<file path="config.mk">
export PLATFORM = sky130hd
export DESIGN_NAME = br_resolve_bht
export DESIGN_NICKNAME = d
export VERILOG_FILES = /design/src/rtl/br_pkg.sv /design/src/rtl/bht_2bit.sv /design/src/rtl/br_resolve_bht.sv
export SDC_FILE = /design/constraint.sdc
export NUM_CORES = 1
export LEC_CHECK = 0
export CAP_MARGIN = 40
export CORE_MARGIN = 8
export CORE_UTILIZATION = 25
export CTS_CLUSTER_DIAMETER = 40
export DETAILED_ROUTE_END_ITERATION = 12
export PLACE_DENSITY_LB_ADDON = 0.25
export SLEW_MARGIN = 20
export SYNTH_ARGS = -nofsm -noshare
export SYNTH_HDL_FRONTEND = slang
export SYNTH_SLANG_ARGS = --single-unit
</file>
<file path="constraint.sdc">
create_clock -name clk_i -period 5.6 [get_ports clk_i]
set_input_delay 1.12 -clock clk_i [delete_from_list [all_inputs] [get_ports clk_i]]
set_output_delay 1.12 -clock clk_i [all_outputs]
set_load 0.02 [all_outputs]
</file>
<file path="src/rtl/br_pkg.sv">
// Shared constants and types for EX-stage branch resolution and the
// 2-bit branch history table.
package br_pkg;

   localparam logic [2:0] F3_BEQ  = 3'b000;
   localparam logic [2:0] F3_BNE  = 3'b001;
   localparam logic [2:0] F3_BLT  = 3'b100;
   localparam logic [2:0] F3_BGE  = 3'b101;
   localparam logic [2:0] F3_BLTU = 3'b110;
   localparam logic [2:0] F3_BGEU = 3'b111;

   typedef logic [1:0] bht_cnt_t;

   localparam bht_cnt_t BHT_SNT = 2'b00;
   localparam bht_cnt_t BHT_WNT = 2'b01;
   localparam bht_cnt_t BHT_WT  = 2'b10;
   localparam bht_cnt_t BHT_ST  = 2'b11;

   // Saturating step of a 2-bit direction counter.
   function automatic bht_cnt_t bhtNext(input bht_cnt_t cnt, input logic taken);
      bht_cnt_t nxt;
      nxt = cnt;
      if (taken && cnt != BHT_ST) begin
         nxt = cnt + 2'd1;
      end else if (!taken && cnt != BHT_SNT) begin
         nxt = cnt - 2'd1;
      end
      return nxt;
   endfunction

endpackage

</file>
<file path="src/rtl/bht_2bit.sv">
// Array of 2-bit saturating direction counters with a combinational read
// port for IF and a synchronous training port from EX.
module bht_2bit
   import br_pkg::*;
#(
   parameter int       IDX_W = 6,
   parameter bht_cnt_t INIT  = BHT_WNT
) (
   input  logic             clk_i,
   input  logic             rst_ni,
   input  logic [IDX_W-1:0] rd_idx_i,
   output bht_cnt_t         rd_cnt_o,
   input  logic             upd_en_i,
   input  logic [IDX_W-1:0] upd_idx_i,
   input  logic             upd_taken_i
);

   localparam int ENTRIES = 1 << IDX_W;

   bht_cnt_t r_cnt [ENTRIES];

   // No write-to-read bypass: a same-cycle read sees the pre-update count.
   assign rd_cnt_o = r_cnt[rd_idx_i];

   always_ff @(posedge clk_i) begin
      if (!rst_ni) begin
         for (int i = 0; i < ENTRIES; i++) begin
            r_cnt[i] <= INIT;
         end
      end else if (upd_en_i) begin
         r_cnt[upd_idx_i] <= bhtNext(r_cnt[upd_idx_i], upd_taken_i);
      end
   end

endmodule

</file>
<file path="src/rtl/br_resolve_bht.sv">
// EX-stage branch/jump resolution: outcome, target, mispredict detection,
// registered redirect/flush, performance counters and BHT training.
module br_resolve_bht
   import br_pkg::*;
#(
   parameter int       BHT_IDX_W = 6,
   parameter bht_cnt_t BHT_INIT  = BHT_WNT
) (
   input  logic        clk_i,
   input  logic        rst_ni,
   input  logic        ex_valid_i,
   input  logic        ex_stall_i,
   input  logic        ex_is_branch_i,
   input  logic        ex_is_jal_i,
   input  logic        ex_is_jalr_i,
   input  logic [2:0]  ex_funct3_i,
   input  logic [31:0] ex_pc_i,
   input  logic [31:0] ex_imm_i,
   input  logic [31:0] ex_rs1_data_i,
   input  logic [31:0] ex_pred_pc_i,
   input  logic        br_less_i,
   input  logic        br_equal_i,
   output logic        br_unsigned_o,
   input  logic [31:0] if_pc_i,
   output logic        if_pred_taken_o,
   output logic        redirect_valid_o,
   output logic [31:0] redirect_pc_o,
   output logic        flush_o,
   output logic [31:0] perf_br_cnt_o,
   output logic [31:0] perf_mispred_cnt_o
);

   logic        r_redirValid;
   logic [31:0] r_redirPc;
   logic [31:0] r_brCnt;
   logic [31:0] r_misCnt;

   logic        w_resolve;
   logic        w_isJalr;
   logic        w_isJal;
   logic        w_isBr;
   logic        w_legalF3;
   logic        w_condTaken;
   logic        w_taken;
   logic        w_mispredict;
   logic        w_bhtUpd;
   logic [31:0] w_jalrSum;
   logic [31:0] w_target;
   logic [31:0] w_correctPc;
   bht_cnt_t    w_rdCnt;
   logic        w_unused;

   // The instruction sitting in EX during a redirect cycle is wrong-path.
   assign w_resolve = ex_valid_i & ~ex_stall_i & ~r_redirValid;

   assign w_isJalr = ex_is_jalr_i;
   assign w_isJal  = ex_is_jal_i & ~ex_is_jalr_i;
   assign w_isBr   = ex_is_branch_i & ~ex_is_jal_i & ~ex_is_jalr_i;

   always_comb begin
      w_legalF3   = 1'b1;
      w_condTaken = 1'b0;
      case (ex_funct3_i)
         F3_BEQ:          w_condTaken = br_equal_i;
         F3_BNE:          w_condTaken = ~br_equal_i;
         F3_BLT, F3_BLTU: w_condTaken = br_less_i;
         F3_BGE, F3_BGEU: w_condTaken = ~br_less_i;
         default:         w_legalF3   = 1'b0;
      endcase
   end

   assign w_jalrSum   = ex_rs1_data_i + ex_imm_i;
   assign w_target    = w_isJalr ? {w_jalrSum[31:1], 1'b0} : (ex_pc_i + ex_imm_i);
   assign w_taken     = w_isJalr | w_isJal | (w_isBr & w_legalF3 & w_condTaken);
   assign w_correctPc = w_taken ? w_target : (ex_pc_i + 32'd4);

   assign w_mispredict = w_resolve & (w_isJalr | w_isJal | w_isBr) &
                         (w_correctPc != ex_pred_pc_i);
   assign w_bhtUpd     = w_resolve & w_isBr & w_legalF3;

   always_ff @(posedge clk_i) begin
      if (!rst_ni) begin
         r_redirValid <= 1'b0;
         r_redirPc    <= 32'd0;
         r_brCnt      <= 32'd0;
         r_misCnt     <= 32'd0;
      end else begin
         r_redirValid <= w_mispredict;
         if (w_mispredict) begin
            r_redirPc <= w_correctPc;
            r_misCnt  <= r_misCnt + 32'd1;
         end
         if (w_bhtUpd) begin
            r_brCnt <= r_brCnt + 32'd1;
         end
      end
   end

   bht_2bit #(
      .IDX_W (BHT_IDX_W),
      .INIT  (BHT_INIT)
   ) u_bht (
      .clk_i       (clk_i),
      .rst_ni      (rst_ni),
      .rd_idx_i    (if_pc_i[BHT_IDX_W+1:2]),
      .rd_cnt_o    (w_rdCnt),
      .upd_en_i    (w_bhtUpd),
      .upd_idx_i   (ex_pc_i[BHT_IDX_W+1:2]),
      .upd_taken_i (w_condTaken)
   );

   assign w_unused = ^{if_pc_i[31:BHT_IDX_W+2], if_pc_i[1:0], w_rdCnt[0]};

   assign br_unsigned_o      = ex_funct3_i[1];
   assign if_pred_taken_o    = w_rdCnt[1];
   assign redirect_valid_o   = r_redirValid;
   assign redirect_pc_o      = r_redirPc;
   assign flush_o            = r_redirValid;
   assign perf_br_cnt_o      = r_brCnt;
   assign perf_mispred_cnt_o = r_misCnt;

endmodule
</file>
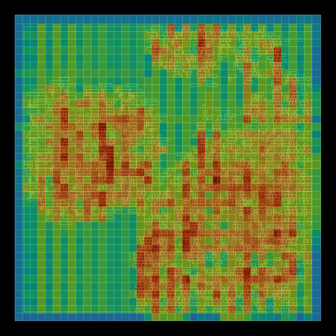
Fig. 1. Track usage over the die (run 1).
global routing usage on met1: 24.4%
WL/cell: 22.4 um
met3 Resource Use GR: 2.53%
Overall Global Routing Usage: 17.9%

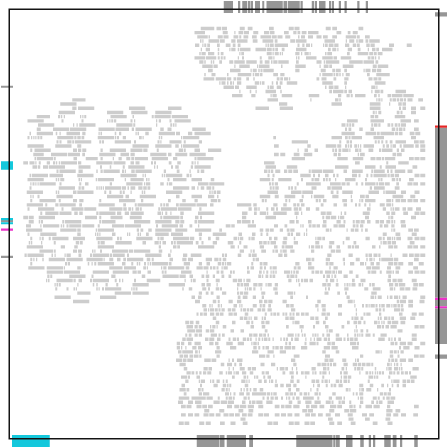
Fig. 2. I/O pins on the die edge (run 1).
Pins as bars across the die edge, other pins in gray.
[cyan] if_pc_i | pins: 32 | direction: input | edge: 26 bottom, 6 left
[magenta] ex_funct3_i | pins: 3 | direction: input | edge: 2 right, 1 left
[red] br_unsigned_o | pins: 1 | direction: output | edge: right
all pins by edge: 108 right, 104 bottom, 50 top, 10 left
count of input and output buffers: 245
Die Y: 277 um

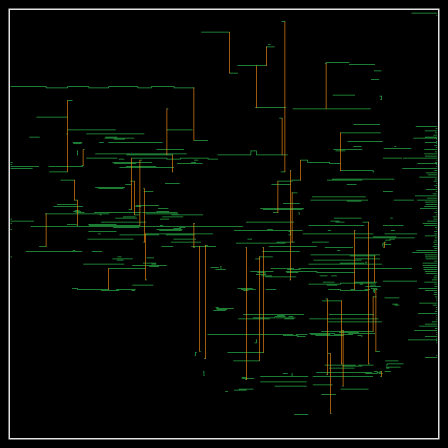
Fig. 3. Signal wires by layer (run 1).
Two of the layers only.
[orange] met4 | wire length: 1490 um
[green] met3 | wire length: 4900 um

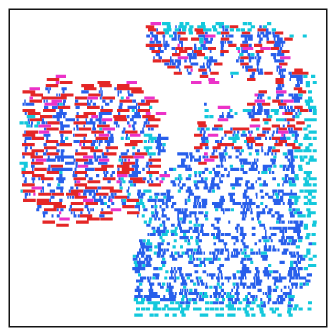
Fig. 4. Cells colored by class (run 1).
[blue] all other logic | cells: 1612
[cyan] other buffers and delay cells | cells: 453
[red] flops | cells: 225
[magenta] clock drivers and dummy loads | cells: 69
post-route cell area: 22900 um2
fin util: 34.0%
Row Count: 95
core area: 67400 um2

==> results_slide.txt, run 1 <==
Flow Results at a Glance

Run status
  • Status: complete, no violations

Critical path
  • CP max stage delay: 0.49 ns
  • Peak fanout along the critical path: 11
  • Worst path buffer plus inverter count: 2
  • CP Launch Type: primary input
  • Req. time, crit path: 6.01 ns
  • Crit-path leading delay family: AND-OR/OR-AND gates
  • Setup crit end: redirect_pc_o[28]$_SDFFE_PN0P_
  • Worst-path cell chain: clkdlybuf4s50_1 > and2_1 > fa_1 > a21o_1 > a221oi_4 > o21ai_0 > mux2i_1 > a221oi_1 > nand4_1 > a2111oi_0 > buf_4 > nand4_1 > and4bb_1 > and4b_4 > nor2_2 > a41o_1
  • RR Startpoint: u_bht.r_cnt[53][1]$_SDFFCE_PN0P_
  • CP endpoint kind: register
  • CP Launch Point: ex_imm_i[0]
  • R2r worst-path depth: 13
  • Worst path arrival time: 5.78 ns
  • WP depth: 16
  • Most used cell, CP: nand4_1
  • Critical setup path kind: in2reg

Die
  • Die x size: 277 um
  • Tap cells: 873
  • FP Core Util: 25.3%
  • Total die size: 76800 um2

Yosys
  • Dominant flop cell: edfxtp_1
  • Most frequent cell after synthesis: nand2_1
  • Cell Type Count: 101
  • Area leader, netlist: edfxtp_1
  • Yosys warning count: 0
  • Top cells by count: nand2_1 (207), nor2_1 (167), o21ai_0 (132)
  • Yosys top cell area share: 22.5%
  • Ys cells: 1988
  • FFs w/ async S/R, synth: 0%
  • Synth Seq Share: 33.9%
  • Syn_area_per_cell: 8.58 um2
  • #FFs+latches synth: 225
  • Cell area leaders: edfxtp_1 (23%), dfxtp_1 (11%), ha_1 (4.8%), nand2_1 (4.6%), o21ai_0 (3.9%)
  • Post-synth net total: 2228
  • Yosys Chip Area: 17100 um2
  • Post-synth EDFFs: 128
  • Post-Syn Area: 17100 um2

Finish
  • Register Area: 5790 um2
  • Inverters: 24
  • Most common logic cells in the final layout: clkdlybuf4s50_1 (243), nand2_1 (207), buf_4 (197)
  • Non-clock buffers: 453
  • Flip-flops: 225
  • Non-Filler Instances: 3233
  • Antenna cells: 1
  • Largest class: combinational gates
  • Dominant logic cell type in the layout: clkdlybuf4s50_1
  • P&R area growth vs syn: 34.6%
  • Final clock-cell share: 5.44%
  • Signal buf overhead: 18.1%
  • Filler cells: 6948
  • Logic Gate Count: 1588
  • Largest Register: u_bht.r_cnt
  • Max FFs per register: 128

CTS
  • Post CTS Setup Buffer Count: 0
  • CTS tree: built
  • Num Clock Sinks: 225
  • Clock Tree Buf Depth: 3
  • Worst-Skew Late Latency: 0.55 ns
  • Post-cts resize count: 0
  • Cts hold-fix bufs: 0
  • Root buffer cell: clkbuf_16

Global route
  • First-pass GRT wire length: 108000 um
  • Largest net degree at the start of global routing: 70
  • Top Usage Layer GRT: met2
  • Vias in the first global route: 17000
  • Grt met2 use: 29.9%
  • Antenna violations before repair: 0

Power
  • Cell internal pwr: 3870 uW
  • Part of the power in registers: 31.5%
  • PD cells: 250 nW/um2
  • Top power group: the clock network
  • Total power: 5740 uW
  • Pleak: 0.00784 uW
  • Power Clock: 2310 uW
  • P_seq: 1810 uW
  • Sw Share: 32.6%
  • Combinational gate power: 1630 uW
  • Sw Pwr: 1870 uW
  • Gate power share: 28.4%

Timing
  • Worst-Margin Slew: 0.817 ns
  • Min Tclk post-route: 5.37 ns
  • Final Cycle Share: 95.9%
  • Fin Hold WS: 0.467 ns
  • Final hold violation count: 0
  • Slew headroom: 45.5%
  • Final Slew Violations: 0

Worst hold path
  • Min-delay worst type: reg2reg
  • Hold_sp: redirect_pc_o[19]$_SDFFE_PN0P_
  • WHS Endpoint: redirect_pc_o[19]$_SDFFE_PN0P_
  • Worst hold stages: 2

Run
  • Tool Warnings: 53
  • Max Cap Viol: 0

Drt
  • Initial DRT Pass Iterations: 6
  • Met3 wire len: 4900 um
  • Remaining antenna violation count: 0
  • Final WL: 72600 um
  • Max Used Layer: met4
  • DR DRC count: 0
  • Drt first-iter violations: 1609

Place
  • HPWL after DPL: 56200 um
  • GPL Wtd Cong: 0.933
  • Dpl cells: 3163
  • Setup Slack @ Placement: -0.243 ns
  • Placed cell areas: 21700 um2
==> run 1: cell families (layout without fill, tap and decap cells) <==
kind of cell,Yosys count,in the layout,share of synthesized area [%]
AOI/OAI and AO/OA,546,546,21.8
xor gates and xnor gates,117,117,6.18
adders and majority gates,68,68,5.08
buffers and inverters,175,546,4.45
DFF,225,225,33.9
muxes,60,60,5.11
other,0,1,0
and+or+nand+nor,797,797,23.5
==> run 1: worst reg2reg max path, cell delays in order (launching register included) <==
cell,delay [ns]
edfxtp_1,0.41
a22o_1,0.24
a221oi_1,0.24
a31oi_1,0.16
nor4_1,0.33
nor4bb_1,0.55
buf_4,0.22
inv_1,0.04
ha_1,0.19
nand2b_1,0.09
and2_1,0.22
xor2_4,0.24
buf_12,0.23
nand4_1,0.12
==> run 2, diff against run 1 <==
Settings changed: CELL_PAD_IN_SITES_DETAIL_PLACEMENT set to 1, CELL_PAD_IN_SITES_GLOBAL_PLACEMENT set to 2.
==> run 2 against run 1 <==
Wire length grew 6.9%. Die area is the same. Highest routed layer unchanged. Total power grew 9.3%. Critical endpoint unchanged. Critical path type unchanged.
==> results_slide.txt, run 2 <==
Flow Results at a Glance

Run status
  • Status: complete, no violations (unchanged)

CTS
  • H-tree Lvls: 2 (unchanged)
  • CTS tree: built (unchanged)
  • Worst-path clk slew: 0.05 ns (about the same)
  • Post-cts resize count: 0 (unchanged)
  • Post CTS Setup Buffer Count: 0 (unchanged)
  • Worst-Skew Late Latency: 0.57 ns (was 0.55 ns)
  • Root buffer cell: clkbuf_16 (unchanged)
  • Clock Tree Buf Depth: 3 (unchanged)
  • Cts hold-fix bufs: 0 (unchanged)
  • Num Clock Sinks: 225 (unchanged)
  • Num CTS Buffers: 43 (was 38)

Power
  • Sw Share: 31.3% (was 32.6%)
  • PD cells: 269 nW/um2 (was 250 nW/um2)
  • Cell internal pwr: 4310 uW (was 3870 uW)
  • Combinational gate power: 1670 uW (was 1630 uW)
  • Part of the power in registers: 28.8% (was 31.5%)
  • P_seq: 1810 uW (about the same)
  • Pleak: 0.00803 uW (was 0.00784 uW)
  • Gate power share: 26.7% (was 28.4%)
  • Total power: 6280 uW (was 5740 uW)
  • Power Clock: 2790 uW (was 2310 uW)
  • Top power group: the clock network (unchanged)
  • Peak supply drop: 0.218 mV (was 0.207 mV)
  • Clk pwr share: 44.5% (was 40.2%)
  • Sw Pwr: 1960 uW (was 1870 uW)

Yosys
  • Cell Type Count: 101 (unchanged)
  • Post-synth EDFFs: 128 (unchanged)
  • Post-Syn Area: 17100 um2 (unchanged)
  • FFs w/ async S/R, synth: 0% (unchanged)
  • Yosys Chip Area: 17100 um2 (unchanged)
  • Ys cells: 1988 (unchanged)
  • Post-Syn Instances: 1988 (unchanged)
  • Top cells by count: nand2_1 (207), nor2_1 (167), o21ai_0 (132) (unchanged)
  • Post-synth net total: 2228 (unchanged)
  • Yosys top cell area share: 22.5% (unchanged)
  • #FFs+latches synth: 225 (unchanged)
  • Syn_area_per_cell: 8.58 um2 (unchanged)
  • Yosys warning count: 0 (unchanged)
  • Area leader, netlist: edfxtp_1 (unchanged)
  • Most frequent cell after synthesis: nand2_1 (unchanged)
  • Synth Seq Share: 33.9% (unchanged)
  • Dominant flop cell: edfxtp_1 (unchanged)
  • Cell area leaders: edfxtp_1 (23%), dfxtp_1 (11%), ha_1 (4.8%), nand2_1 (4.6%), o21ai_0 (3.9%) (unchanged)

Finish
  • Register Area: 5790 um2 (unchanged)
  • Post-route cell area: 23400 um2 (was 22900 um2)
  • P&R area growth vs syn: 37.0% (was 34.6%)
  • Layout cells sized above 1: 15.3% (was 14.3%)
  • Dominant logic cell type in the layout: clkdlybuf4s50_1 (unchanged)
  • Area of the multi-input gates: 10600 um2 (about the same)
  • Non-Filler Instances: 3252 (was 3233)
  • Most common logic cells in the final layout: clkdlybuf4s50_1 (243), nand2_1 (207), buf_4 (200) (was clkdlybuf4s50_1 (243), nand2_1 (207), buf_4 (197))
  • Final net count: 2583 (was 2570)
  • Filler cells: 7778 (was 6948)
  • Fin util: 34.7% (was 34.0%)
  • Max FFs per register: 128 (unchanged)
  • Largest Register: u_bht.r_cnt (unchanged)

Global route
  • First-pass GRT wire length: 117000 um (was 108000 um)
  • Vias in the first global route: 18400 (was 17000)
  • Grt met2 use: 33.8% (was 29.9%)
  • Largest net degree at the start of global routing: 67 (was 70)
  • Global routing usage on met1: 24.3% (was 24.4%)
  • Top Usage Layer GRT: met2 (unchanged)
  • Met3 Resource Use GR: 3.56% (was 2.53%)
  • GRT overflow: 0 (unchanged)
  • Antenna violations before repair: 1 (was 0)

Place
  • Dpl cells: 3170 (was 3163)
  • Setup Slack @ Placement: -0.238 ns (was -0.243 ns)
  • Placed cell areas: 21800 um2 (was 21700 um2)
  • GPL Wtd Cong: 0.916 (was 0.933)
  • HPWL after DPL: 61200 um (was 56200 um)
  • Count of input and output buffers: 245 (unchanged)

Die
  • FP Core Util: 25.3% (unchanged)
  • Die x size: 277 um (unchanged)
  • Ports: 272 (unchanged)
  • Total die size: 76800 um2 (unchanged)
  • Core area: 67400 um2 (unchanged)
  • Row Count: 95 (unchanged)
  • Die Y: 277 um (unchanged)

Critical path
  • Peak fanout along the critical path: 11 (unchanged)
  • Critical setup path kind: in2reg (unchanged)
  • Setup crit end: redirect_pc_o[28]$_SDFFE_PN0P_ (unchanged)
  • Worst path arrival time: 5.77 ns (was 5.78 ns)
  • RR Startpoint: u_bht.r_cnt[53][1]$_SDFFCE_PN0P_ (unchanged)
  • CP max stage delay: 0.48 ns (was 0.49 ns)
  • R2r worst-path depth: 13 (unchanged)
  • CP endpoint kind: register (unchanged)
  • CP Launch Point: ex_imm_i[0] (unchanged)
  • WP depth: 17 (was 16)
  • R2R setup slack: 2.37 ns (was 2.02 ns)
  • Worst-path cell chain: clkdlybuf4s50_1 > and2_1 > fa_1 > a21o_1 > a221oi_4 > buf_4 > o311ai_4 > mux2_2 > a31oi_1 > nand4_1 > a2111oi_0 > buf_4 > nand4_1 > and4bb_1 > and4b_4 > nor2_2 > a41o_1 (was clkdlybuf4s50_1 > and2_1 > fa_1 > a21o_1 > a221oi_4 > o21ai_0 > mux2i_1 > a221oi_1 > nand4_1 > a2111oi_0 > buf_4 > nand4_1 > and4bb_1 > and4b_4 > nor2_2 > a41o_1)
  • Reg2reg end: u_bht.r_cnt[9][0]$_SDFFCE_PN1P_ (was u_bht.r_cnt[59][0]$_SDFFCE_PN1P_)
  • Worst path slowest cell: clkdlybuf4s50_1 (unchanged)
  • Worst path buffer plus inverter count: 3 (was 2)
  • Req. time, crit path: 6.03 ns (was 6.01 ns)
  • Crit-path leading delay family: AND-OR/OR-AND gates (unchanged)
  • CP Launch Type: primary input (unchanged)

Worst hold path
  • Min-delay worst type: reg2reg (unchanged)
  • Worst hold stages: 2 (unchanged)
  • WHS Endpoint: redirect_pc_o[15]$_SDFFE_PN0P_ (was redirect_pc_o[19]$_SDFFE_PN0P_)
  • Hold_sp: redirect_pc_o[15]$_SDFFE_PN0P_ (was redirect_pc_o[19]$_SDFFE_PN0P_)

Run
  • Tool Warnings: 53 (unchanged)
  • Max Cap Viol: 0 (unchanged)

Timing
  • Slew headroom: 50.9% (was 45.5%)
  • Setup violators final: 0 (unchanged)
  • Setup_tns: 0 ns (unchanged)
  • Final worst slack: 0.266 ns (was 0.227 ns)
  • RSZ-0062 raised after global routing: no (unchanged)
  • Final Cycle Share: 95.2% (was 95.9%)
  • Fin Hold WS: 0.463 ns (was 0.467 ns)
  • Final hold violation count: 0 (unchanged)
  • Final Skew: 0.0328 ns (was 0.0370 ns)
  • Min Tclk post-route: 5.33 ns (was 5.37 ns)
  • Worst-Margin Slew: 0.728 ns (was 0.817 ns)
  • Final Slew Violations: 0 (unchanged)
  • Max Fclk: 187 MHz (was 186 MHz)

Drt
  • Max Used Layer: met4 (unchanged)
  • Met3 wire len: 3890 um (was 4900 um)
  • DR DRC count: 0 (unchanged)
  • Drt first-iter violations: 1262 (was 1609)
  • DR WL met2: 37600 um (was 33700 um)
  • DR vias/cell: 5.39 (was 5.45)
  • Remaining antenna violation count: 0 (unchanged)
  • Initial DRT Pass Iterations: 7 (was 6)
  • M1 wire length: 33400 um (was 32500 um)
## run 2: cell type report
class / instances / area share (%)
diodes: 1 / 0.0107
clock buffers: 52 / 5.01
clock inverters: 28 / 1.71
inverters: 24 / 0.386
multi-input cells: 1588 / 45.2
flip-flops and latches: 225 / 24.8
well taps: 873 / 4.67
repair buffers: 461 / 18.2
## run 2: kinds of logic (layout without fill, tap and decap cells)
kind of cell               after synthesis  count (layout)  share of synthesized area (%)
other                                    0               1                              0
and+or+nand+nor                        797             797                           23.5
DFF                                    225             225                           33.9
buffers and inverters                  175             565                           4.45
muxes                                   60              60                           5.11
xor gates and xnor gates               117             117                           6.18
AOI/OAI and AO/OA                      546             546                           21.8
adders and majority gates               68              68                           5.08
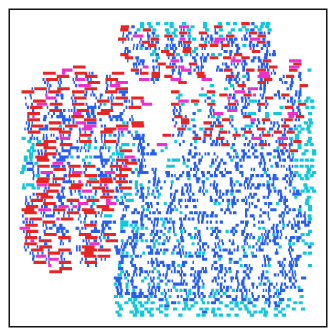
Fig. 5. Cells colored by class (run 2).
[blue] all other logic | cells: 1612
[cyan] other buffers and delay cells | cells: 461
[red] flops | cells: 225
[magenta] clock drivers and dummy loads | cells: 80

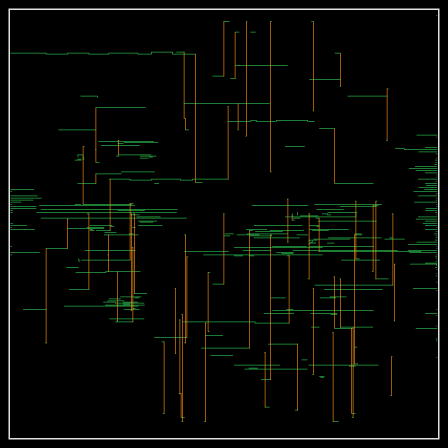
Fig. 6. Signal wires by layer (run 2).
Two of the layers only.
[green] met3 | wire length: 3890 um
[orange] met4 | wire length: 2580 um
WL/cell: 23.8 um
Vias: 17500
final WL: 77500 um
Overall Global Routing Usage: 19.5%

==> run 3, diff against run 2 <==
Settings changed: CORE_MARGIN 8 to 1.5, SYNTH_HIERARCHICAL set to 1.
==> run 3 against run 2 <==
Clock power fell by 2%. Die area fell by 3.9%. Critical path type unchanged. Core utilization fell by 0.47 points. Hold slack improved by 0.014 ns. Sequential power barely moved. Register-to-register slack got worse by 0.22 ns. Synthesized cell count rose by 5.9%. Sequential share of layout area fell by 1.1 points. Design area rose by 4.6%. Combinational power rose by 7%.
==> results_slide.txt, run 3 <==
Flow Results at a Glance

Worst hold path
  • Min-delay worst type: reg2reg (unchanged)
  • Worst hold stages: 2 (unchanged)
  • Hold_sp: redirect_pc_o[13]$_SDFFE_PN0P_ (was redirect_pc_o[15]$_SDFFE_PN0P_)

Finish
  • Filler cells: 8263 (was 7778)
  • CLK BUF: 52 (unchanged)
  • Most common logic cells in the final layout: buf_4 (252), clkdlybuf4s50_1 (240), o21ai_0 (195) (was clkdlybuf4s50_1 (243), nand2_1 (207), buf_4 (200))
  • Non-Filler Instances: 3469 (was 3252)
  • Inverters: 32 (was 24)
  • Max FFs per register: 128 (unchanged)
  • Area of the multi-input gates: 11200 um2 (was 10600 um2)
  • Dominant logic cell type in the layout: buf_4 (was clkdlybuf4s50_1)
  • Register Area: 5790 um2 (unchanged)
  • Seq/total area: 23.7% (was 24.8%)
  • P&R area growth vs syn: 35.5% (was 37.0%)
  • Logic Gate Count: 1670 (was 1588)
  • Non-clock buffers: 515 (was 461)
  • Largest Register: u_bht/r_cnt (was u_bht.r_cnt)
  • Post-route cell area: 24500 um2 (was 23400 um2)
  • Layout cells sized above 1: 17.2% (was 15.3%)

CTS
  • Clock Tree Buf Depth: 3 (unchanged)
  • CTS tree: built (unchanged)
  • Num CTS Buffers: 43 (unchanged)
  • Worst-Skew Late Latency: 0.57 ns (about the same)
  • Cts hold-fix bufs: 0 (unchanged)
  • Root buffer cell: clkbuf_16 (unchanged)
  • Worst-path clk slew: 0.05 ns (about the same)
  • Post-cts resize count: 0 (unchanged)

Die
  • Row Count: 98 (was 95)
  • Core area: 71500 um2 (was 67400 um2)
  • FP Core Util: 25.3% (about the same)
  • Ports: 272 (unchanged)

Timing
  • Min Tclk post-route: 5.42 ns (was 5.33 ns)
  • Final Skew: 0.0374 ns (was 0.0328 ns)
  • Setup_tns: 0 ns (unchanged)
  • Final worst slack: 0.179 ns (was 0.266 ns)
  • Final Cycle Share: 96.8% (was 95.2%)
  • Final hold violation count: 0 (unchanged)
  • Max Fclk: 184 MHz (was 187 MHz)
  • Fin Hold WS: 0.477 ns (was 0.463 ns)
  • Slew headroom: 39.0% (was 50.9%)
  • Worst-Margin Slew: 0.907 ns (was 0.728 ns)
  • Setup violators final: 0 (unchanged)

Global route
  • First-pass GRT wire length: 121000 um (was 117000 um)
  • Antenna violations before repair: 1 (unchanged)
  • GRT overflow: 0 (unchanged)
  • Overall Global Routing Usage: 21.3% (was 19.5%)

Critical path
  • Critical setup path kind: in2reg (unchanged)
  • Worst path slowest cell: a2111oi_0 (was clkdlybuf4s50_1)
  • CP Launch Point: ex_imm_i[6] (was ex_imm_i[0])
  • Req. time, crit path: 6.02 ns (was 6.03 ns)
  • Most used cell, CP: buf_4
  • Reg2reg end: u_bht/r_cnt[12][1]$_SDFFCE_PN0P_ (was u_bht.r_cnt[9][0]$_SDFFCE_PN1P_)
  • R2r worst-path depth: 11 (was 13)
  • CP endpoint kind: register (unchanged)

Yosys
  • Post-Syn Area: 18100 um2 (was 17100 um2)
  • Yosys warning count: 6 (was 0)
  • Syn_area_per_cell: 8.57 um2 (was 8.58 um2)

Place
  • Placed cell areas: 22900 um2 (was 21800 um2)
  • Count of input and output buffers: 245 (unchanged)
  • Setup Slack @ Placement: -0.373 ns (was -0.238 ns)

Drt
  • DR vias/cell: 5.42 (was 5.39)
  • DR WL met2: 37200 um (was 37600 um)
  • M1 wire length: 37600 um (was 33400 um)
  • Met3 wire len: 3880 um (was 3890 um)
  • Max Used Layer: met5 (was met4)

Power
  • Clk pwr share: 43.3% (was 44.5%)
  • Sw Share: 31.5% (was 31.3%)
  • Peak supply drop: 0.157 mV (was 0.218 mV)
  • Part of the power in registers: 28.5% (was 28.8%)

Run status
  • Status: complete, no violations (unchanged)
run 3: cell types whose count changed in the layout (fill, tap and decap cells not counted), sizes merged, moves of 21 or more:
cell / delta
nand3: +26
mux2i: +21
nor4: +65
nand2: -58
a21oi: +46
nor3: -55
a22oi: -30
buf: +57
o21ai: +67
run 3: power by group through the flow:
stage / clock network (uW) / logic, uW / registers [uW]
floorplan: 0 / 894 / 1850
CTS: 2800 / 1780 / 1810
detailed placement: 0 / 1780 / 1840
global placement: 0 / 1760 / 1840
finish: 2740 / 1790 / 1810
global route: 2860 / 1920 / 1810
run 3: worst max-delay path: cells and delay by family:
kind / cells / cell delay, ns
compound gates: 8 / 2.27
simple gates: 3 / 0.68
buf+inv: 5 / 1.30
fa+ha+maj: 1 / 0.34
xor+xnor: 1 / 0.11
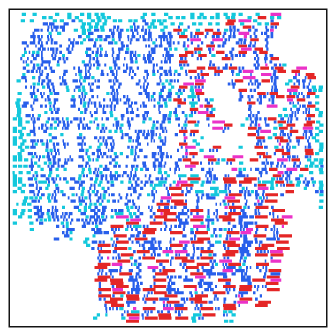
Fig. 7. Cells colored by class (run 3).
[cyan] other buffers and delay cells | cells: 515
[blue] all other logic | cells: 1702
[red] flops | cells: 225
[magenta] clock drivers and dummy loads | cells: 77

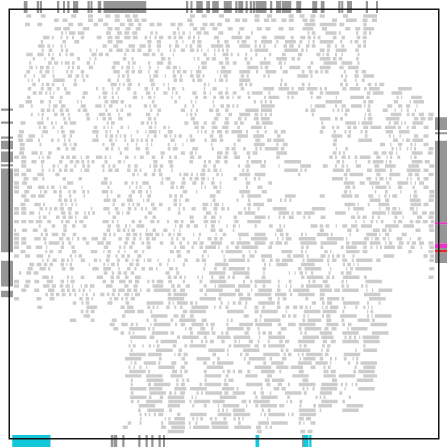
Fig. 8. I/O pins on the die edge (run 3).
Pins as bars across the die edge, other pins in gray.
[magenta] ex_funct3_i | pins: 3 | direction: input | edge: right
[red] br_unsigned_o | pins: 1 | direction: output | edge: right
[cyan] if_pc_i | pins: 32 | direction: input | edge: bottom
die x size: 272 um
Die Y: 272 um

No activity file was given, so power comes from the tool's default toggle rates.
